Design point_sequencer, sky130hd; sources not shown.
Fig. 1: run 1, I/O nets highlighted
Drawn at 1.5 px/um.
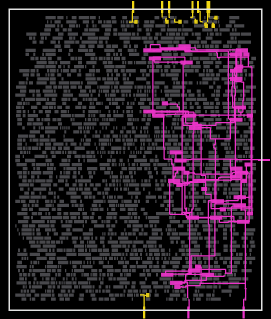
new_pos_y_in: drawn in yellow, bits 8, direction input, end cells 8, buffers 8, wire 80.8 um. rd_idx_in: drawn in magenta, bits 3, direction input, end cells 48, buffers 10, wire 2,290 um.
quantity of I/O buffers inserted on ports: 103
number of primary I/O pins: 143

Fig. 2: run 1, clock wires, drivers and flops
Drawn at 2 px/um.
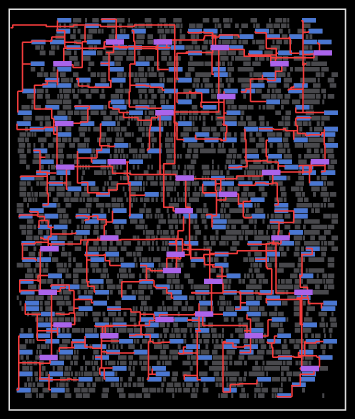
flip-flops: drawn in blue, count 277. clock wires: drawn in red, length 3,970 um. clock drivers: drawn in purple, count 31.
There are 32 routed clock nets.
clock share of power: 0.415
insertion delay to the later sink of the worst-skew pair: 570 ps
clock group total power: 1580 uW

Fig. 3: run 1, cell density map
Drawn at 2 px/um. 17 x 20 tiles, from dark blue (low) to red (high), 0 to 100% covered.
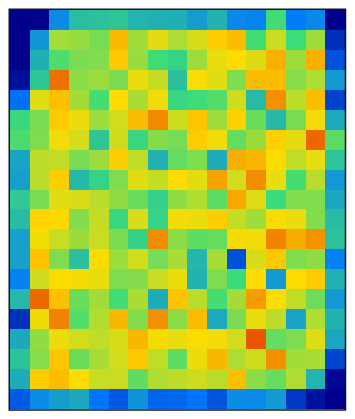
2.1% of the tiles are nearly empty. The fullest tile reaches 90%. 16% of the tiles are over 75% full. The mean over all tiles is 58%.
floorplan core area: 0.03065 sq mm
share of the core filled with cells in the final layout: 0.6450
Core Density at Floorplan: 0.5604

Fig. 4: run 1, met4 routing
Drawn at 2 px/um. Supply wires on this layer in grey.
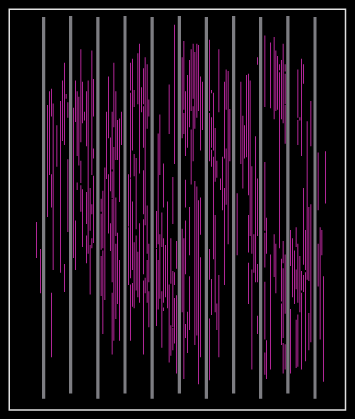
The layer holds 9.2% of the routed length. The layer carries 7,430 um of wire.
Total Routed Length: 80,920 um
vias post-DR: 18,670

==> run notes, run 1 <==
This note records the results obtained with Yosys and OpenROAD.

Run
The run reported a max-capacitance violation count of 0.

Status
The run finished with clean final reports.

Layout
The number of ordinary inverters in the final layout is 7. The layout summary lists the proportion of cells stronger than drive strength 1 as 0.2373. The logic share of the area is 0.5129. The area growth from synthesis to layout is 15.09%. The final antenna diode tally reported by the flow is 1. By area, logic gates come first. After routing the design area is 0.01977 sq mm.

The area taken by sequential standard cells is reported as 0.005545 sq mm. Leaving out buffers and inverters, the combinational logic in the layout accounts for 0.01014 sq mm. The final layout contains a sequential cell count of 277.

Worst setup path
The critical path's slowest stage uses the library cell buf_1. The type of element launching the critical path is a register. The largest single stage delay on the critical path is 1030 ps.

The category of the most critical setup path is reg -> out. Counting cells, the worst reg-to-reg path comes to 6. The total buffers and inverters traversed by the critical path is 6.

Final timing
The max-slew check reports its worst relative slack as 0.07792. The pin closest to its max-slew limit shows a slew of 1383 ps. The critical path in the final layout is reported with a setup slack of 1265 ps. In the final report, the number of hold violations comes to 0. Setup repair after global routing left no endpoint under its margin.

The final critical path time including I/O delays and setup is 6485 ps.

Power and ir drop
Across the VDD grid, the largest voltage drop is 0.1849 mV. The power in sequential cells is 1520 uW. Power comes to 3793 uW.

Synth
For this run the top cell type by instance count after synthesis was dfxtp_1. The mapped netlist covers 0.01718 sq mm. The compound-cell area share of the yosys netlist is 0.4258. Yosys attributes the largest share of cell area to dfxtp_1, a211oi_2, a32oi_1. The share of the yosys chip area belonging to registers is 0.3228.

The share of synthesized area in the top cell type comes to 0.3228.

Floorplanning
The die covers 0.03340 sq mm. For reference, the placement row count at floorplan is 70.

Clock tree
The clock edge transition at the registers on the reported setup and hold paths is 60 ps. The root buffer cell chosen for the clock tree is clkbuf_16. The number of clock buffers inserted by TritonCTS is 31.

Route
The mean number of vias per cell is 8.007. The routed length per instance is 34.71 um. The post-detailed-route count of antenna-violating nets is 0.

The starting DRC count in detailed routing is 3,452.

Global routing
Summed over all routing layers, the global router reports a total usage of 0.4707. The number of global-route vias before repair came to 17,740.

Min path
The most critical min-delay path falls under reg -> reg.
run 1: metal layers:
metal,GRT usage,share of wire,vias up
met4,0.3380,0.092,0
li1,-,-,7406
met2,0.6635,0.41,1875
met1,0.5570,0.34,8833
met5,-,0,-
met3,0.1666,0.16,551
run 1: layout by cell type, fill, tap and decap left out, types with 7 or more instances in the layout:
cell type,count
dfxtp_1,277
a21oi_1,274
a32oi_1,255
a211oi_2,210
clkbuf_1,155
clkdlybuf4s50_1,103
buf_1,61
buf_2,56
mux4_2,48
a211oi_1,46
and2_1,40
nand2_1,31
mux2_2,31
a22oi_1,31
clkbuf_16,31
nor2_1,30
buf_4,24
mux2i_1,23
o21ai_0,22
nand3_1,20
buf_6,17
a221oi_1,15
clkinvlp_4,8
nand4_1,7
clkinv_2,7
==> inputs of run 2 (changes only) <==
--- a/config.mk
+++ b/config.mk
@@ -8,7 +8,7 @@
 export CAP_MARGIN = 0
 export CORE_ASPECT_RATIO = 1.2
 export CORE_MARGIN = 3
-export CORE_UTILIZATION = 55
+export CORE_UTILIZATION = 54
 export CTS_CLUSTER_DIAMETER = 150
 export DETAILED_ROUTE_END_ITERATION = 10
 export GPL_TIMING_DRIVEN = 0
==> constraint.sdc (replaced) <==
create_clock -name clk_in -period 5.8 [get_ports clk_in]
set_clock_uncertainty 0.15 [all_clocks]
set_input_delay 1.16 -clock clk_in [delete_from_list [all_inputs] [get_ports clk_in]]
set_output_delay 1.16 -clock clk_in [all_outputs]
set_load 0.05 [all_outputs]
Fig. 5: run 2, track usage over the die
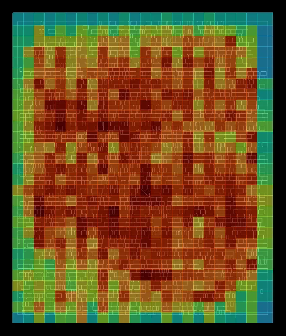
GRT met2 Usage: 0.6393
GR met3 Demand/Resource: 0.1442
global routing's busiest layer: met2
global-route total usage across every layer: 0.4489

==> run 2 against run 1 <==
Net effect: the run now ends with design-rule violations, negative setup slack left; global-route usage down 2.2 points; die area grew 1.8%; first-iteration DRC count down 10%; clock-buffer cell count up 4; final area rose by 0.37%; area after synthesis stayed put; synthesized cell count is the same; total power rose by 37%; final cell count unchanged; sequential share of layout area down 0.10 points; critical path type unchanged.
==> run notes, run 2 <==
This note records the results obtained with Yosys and OpenROAD.

Layout
The most frequently placed logic cell in the final layout is dfxtp_1. Relative to the synthesized area, the layout overhead comes to 15.52%. The sequential cell count is 277. The layout summary lists the proportion of cells stronger than drive strength 1 as 0.2353. The multi-input combinational cell area is 0.01014 sq mm. The area of all sequential standard cells is 0.005545 sq mm.

Synth
The summed instance area of the synthesized netlist is 0.01718 sq mm. The share of the yosys chip area belonging to registers is 0.3228. The share of synthesized area in the top cell type comes to 0.3228.

Route
The routed wire length is 77,420 um. Per the log, the first TritonRoute iteration ended with a DRC count of 3,108. The final route contains 18,280 vias. The DRC violation total left in the routed layout is recorded as 4.

The mean number of vias per cell is 7.843. The sum of routed wire segments on met1 is 27,260 um.

Status
The run finished, with violations left. The final reports fail on design-rule violations, negative setup slack.

Final timing
Across all setup checks in the final design, the least slack found is -194.1 ps. The final setup violation count is 10. The transition time recorded at the tightest slew-check pin is 1350 ps.

Setup repair after global routing left no endpoint under its margin.

Power and ir drop
The fraction of power consumed by the clock network is 0.434. The largest voltage drop on the vdd net is 0.2022 mV.

Floorplanning
The core region is 0.03092 sq mm. According to the floorplan report, the total die area is 0.03400 sq mm.

Worst setup path
The total buffers and inverters traversed by the critical path is 6.
==> run 2: netlist changes by cell type in the layout (fill, tap and decap cells not counted), sizes merged <==
| cell | previous run | this run |
|---|---|---|
| clkdlybuf4s15 | 0 | 1 |
| clkinvlp | 8 | 1 |
| clkbuf | 193 | 197 |
| inv | 5 | 4 |
| bufinv | 3 | 7 |
| buf | 158 | 157 |
==> run 2: cells by family after synthesis <==
logic type      Yosys count  share of synthesized area
compound gates          884                     0.4258
buf+inv                 321                    0.08696
flops                   277                     0.3228
simple gates            172                    0.05644
mux                     107                     0.1010
xor+xnor                  9                   0.004588
fa+ha+maj                 3                   0.002185
other cells               1                  0.0002183
Power is estimated from default activity; no workload was simulated.
